Figure 1. Metal layers overlaid.
(4 px per um) Two of the layers only.
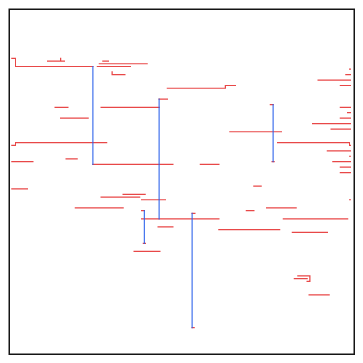
Figure 2. Routed metal per tile.
(4 px per um) The die is cut into 17 by 17 equal tiles; dark blue is low, red is high, scaled to the fullest tile. Values are wire area over tile area, all layers added.
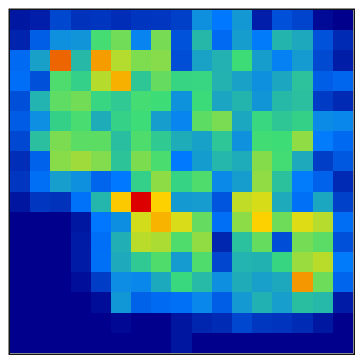
Figure 3. Register map, names as in the netlist.
(6 px per um)
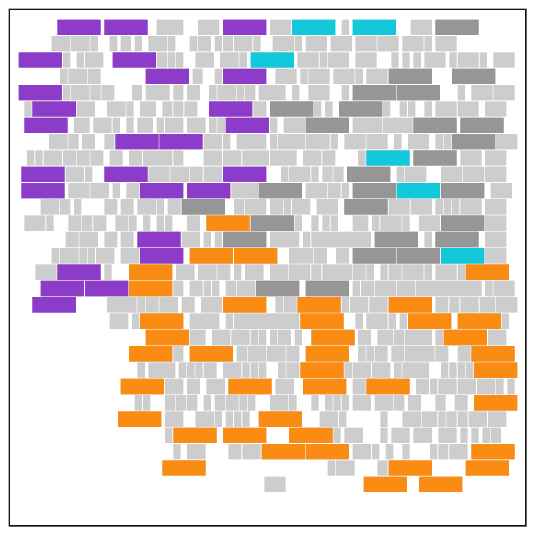
Figure 4. Wires at chosen ports, followed through buffers.
(6 px per um)
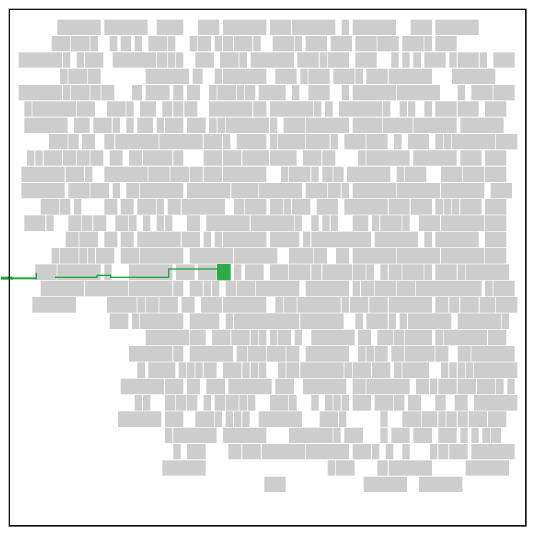
===== config.mk =====
export PLATFORM = sky130hd
export DESIGN_NAME = stopwatch_ctrl
export DESIGN_NICKNAME = d
export VERILOG_FILES = /design/src/rtl/stopwatch_ctrl.sv
export SDC_FILE = /design/constraint.sdc
export NUM_CORES = 1
export LEC_CHECK = 0
export CORE_UTILIZATION = 62
export CTS_CLUSTER_SIZE = 40
export DETAILED_ROUTE_END_ITERATION = 10
export MAX_ROUTING_LAYER = met4
export PLACE_DENSITY = 0.95
export SYNTH_ARGS = -nofsm -noshare
export SYNTH_HDL_FRONTEND = slang
export SYNTH_SLANG_ARGS = --single-unit

===== constraint.sdc =====
create_clock -name clk -period 6 [get_ports clk]
set_input_delay 0.6 -clock clk [delete_from_list [all_inputs] [get_ports clk]]
set_output_delay 0.6 -clock clk [all_outputs]
set_load 0.005 [all_outputs]

===== src/rtl/stopwatch_ctrl.sv =====
// stopwatch_ctrl: debounced start/stop and lap/reset sequencer driving tick, clear and display of the stopwatch counter
module stopwatch_ctrl #(
  parameter int TICK_DIV = 50000000,
  parameter int DEBOUNCE_CYCLES = 1000000
) (
  input  logic       clk,
  input  logic       reset,
  input  logic       btn_start_stop,
  input  logic       btn_lap_reset,
  input  logic [5:0] cnt_min,
  input  logic [5:0] cnt_sec,
  output logic       cnt_tick,
  output logic       cnt_clear,
  output logic [5:0] disp_min,
  output logic [5:0] disp_sec,
  output logic       running,
  output logic       lap_active
);
  localparam int PW = $clog2(TICK_DIV);
  localparam int DW = $clog2(DEBOUNCE_CYCLES + 1);
  typedef enum logic [1:0] {IDLE, RUN, LAP, PAUSE} state_t;
  state_t state, state_n;
  logic [1:0] sync1, sync2, db, flip, press;
  logic [DW-1:0] deb_cnt [2];
  logic [PW-1:0] presc;
  logic [5:0] lap_min, lap_sec;
  logic ss, lr;
  always_comb begin
    for (int i = 0; i < 2; i++) flip[i] = sync2[i] != db[i] && deb_cnt[i] == DW'(DEBOUNCE_CYCLES - 1);
    press = flip & ~db;
    ss = press[1];
    lr = press[0] & ~press[1];
  end
  always_comb begin
    state_n = state;
    case (state)
      IDLE:    state_n = ss ? RUN : IDLE;
      RUN:     state_n = ss ? PAUSE : lr ? LAP : RUN;
      LAP:     state_n = ss ? PAUSE : lr ? RUN : LAP;
      default: state_n = ss ? RUN : lr ? IDLE : PAUSE;
    endcase
    running = state == RUN || state == LAP;
    lap_active = state == LAP;
    cnt_tick = running && presc == PW'(TICK_DIV - 1);
  end
  always_ff @(posedge clk) begin
    if (reset) begin
      sync1 <= '0;
      sync2 <= '0;
      db <= '0;
      for (int i = 0; i < 2; i++) deb_cnt[i] <= '0;
      state <= IDLE;
      presc <= '0;
      cnt_clear <= 1'b0;
      lap_min <= '0;
      lap_sec <= '0;
      disp_min <= '0;
      disp_sec <= '0;
    end else begin
      sync1 <= {btn_start_stop, btn_lap_reset};
      sync2 <= sync1;
      db <= db ^ flip;
      for (int i = 0; i < 2; i++) deb_cnt[i] <= (sync2[i] == db[i] || flip[i]) ? '0 : deb_cnt[i] + 1'b1;
      state <= state_n;
      presc <= state == IDLE ? '0 : state == PAUSE ? presc : cnt_tick ? '0 : presc + 1'b1;
      cnt_clear <= lr && (state == IDLE || state == PAUSE);
      if (state == RUN && lr) {lap_min, lap_sec} <= {cnt_min, cnt_sec};
      {disp_min, disp_sec} <= (state == LAP && state_n == LAP) ? {lap_min, lap_sec} : {cnt_min, cnt_sec};
    end
  end
endmodule

==> results.txt <==
Outcome: finished, final reports clean
Period minus WS final: 3170 ps
Nets@finish: 536
Gr ovfl total: 0
GRT Max-Usage Layer: met2
Top cell type's share of synthesized area: 0.455
Syn Nets: 508
Latency at later pin: 360 ps
CTS Sinks: 99
Mapped Cells: 484
Num CTS Buffers: 9
Max-slew violations: 0
Min-delay worst type: register to register
Area after DPL: 4710 sq um
RSZ-0062 raised after global routing: no
Final Instance Area: 4930 sq um
Crit-path max FO: 5
Power per standard cell area: 235 nW/um^2
Flip-flops with a built-in enable: 0
Post-DRT Antenna Nets: 0
Setup ws final: 2830 ps
Unique cell types: 47
Total negative slack: 0 ps
Peak supply drop: 0.190 mV
Global Route met2 Usage: 0.418
Worst endpoint required time: 5400 ps
Worst Max-Slew Pin Slew: 1060 ps
Count leader, synth: dfxtp_1
CP Capture Type: output pin
Fill cells: 455
HPWL Detailed: 5810 um
Die width: 85.9 um
WL met1: 3780 um
GR Util met1: 0.291
First-pass GRT wire length: 14,200 um
Critical Path AT: 2570 ps
Top cells excl fill/tap: dfxtp_1 (99), nor2_1 (94), nand2_1 (51)
Most frequent cells after synthesis: dfxtp_1 (99), nor2_1 (94), nand2_1 (51)
Yosys aoi share: 0.0244
Hold WS: 446 ps
PostCTS Resize Cnt: 0
Hold_buf cts: 0
Rel. slew slack: 0.291
Initial antenna violation count: 0
CTS tree: built
DR vias/cell: 5.54
Hold path start: sync1[1]
Back to the opening pictures, Figure 1:
layer	color	wire length
metal 3	red	367 um
metal 4	blue	105 um
total track usage: 0.247
wire per inst: 13.9 um

Back to the opening pictures, Figure 2:
emptiest ninth of the die	bottom left
nearly empty tiles	14%
densest ninth of the die	middle
Vias: 3,393
final WL: 8540 um

Back to the opening pictures, Figure 3:
signal	color	sequential cells
deb_cnt	orange	40
disp_min	cyan	6
presc	purple	26
Seq/total area: 0.402
Reg area: 1980 sq um
Core Util, Final: 0.726
P_seq: 664 uW

Back to the opening pictures, Figure 4:
port	color	bits	direction	edge	end cells	buffers	wire
btn_lap_reset	green	1	input	left	1	1	34.6 um
I/O Pins: 32
input/output buffers: 31

## kinds of logic after synthesis
family / after synthesis
compound gates: 12
xor+xnor: 60
fa+ha+maj: 8
buf+inv: 24
flops: 99
mux: 28
simple gates: 253
## where the power goes
group	leakage, nW	internal [mW]	switching, mW	total, mW
clock network	0.103	0.236	0.226	0.462
registers	0.801	0.662	0.00206	0.664
logic	0.795	0.0194	0.0144	0.0338
total	1.70	0.918	0.242	1.16
## metrics by stage
step	instances	utilization	total power, mW
global placement	597	0.694	0.712
finish	613	0.726	1.16
CTS	613	0.726	1.17
detailed placement	597	0.694	0.713
global route	613	0.726	1.20
floorplan	484	-	0.692
## state kept, by name, indices dropped and copies added, names as in the netlist, named ones only
| signal | flops |
|---|---|
| cnt_clear | 1 |
| deb_cnt | 40 |
| disp_min | 6 |
| disp_sec | 6 |
| lap_min | 6 |
| lap_sec | 6 |
| presc | 26 |
| state | 2 |
| sync1 | 2 |
| sync2 | 2 |
## area by class of cell
class / instances / area, sq um / share of cell area
Sequential cell: 99 / 1980 / 0.402
Inverter: 10 / 37.5 / 0.00761
Timing Repair Buffer: 31 / 310 / 0.0629
Multi-Input combinational cell: 361 / 2260 / 0.459
Clock buffer: 10 / 128 / 0.0259
Clock inverter: 6 / 88.8 / 0.0180
Tap cell: 96 / 120 / 0.0244
## worst max-delay path, cell delays in order (launching register included)
cell	delay [ps]
dfxtp_1	380
ha_1	180
nand3_1	110
or2_2	340
or4_1	630
inv_1	90
clkdlybuf4s50_1	500
## worst paths after layout
kind | endpoint | slack [ps] | depth (start not counted)
worst max-delay path | cnt_tick | 2830 | 6
worst min-delay path | sync2[1] | 450 | 1
worst max register to register | lap_sec[0] | 3100 | 5
worst min register to register | sync2[1] | 450 | 1
No activity file was given, so power comes from the tool's default toggle rates.
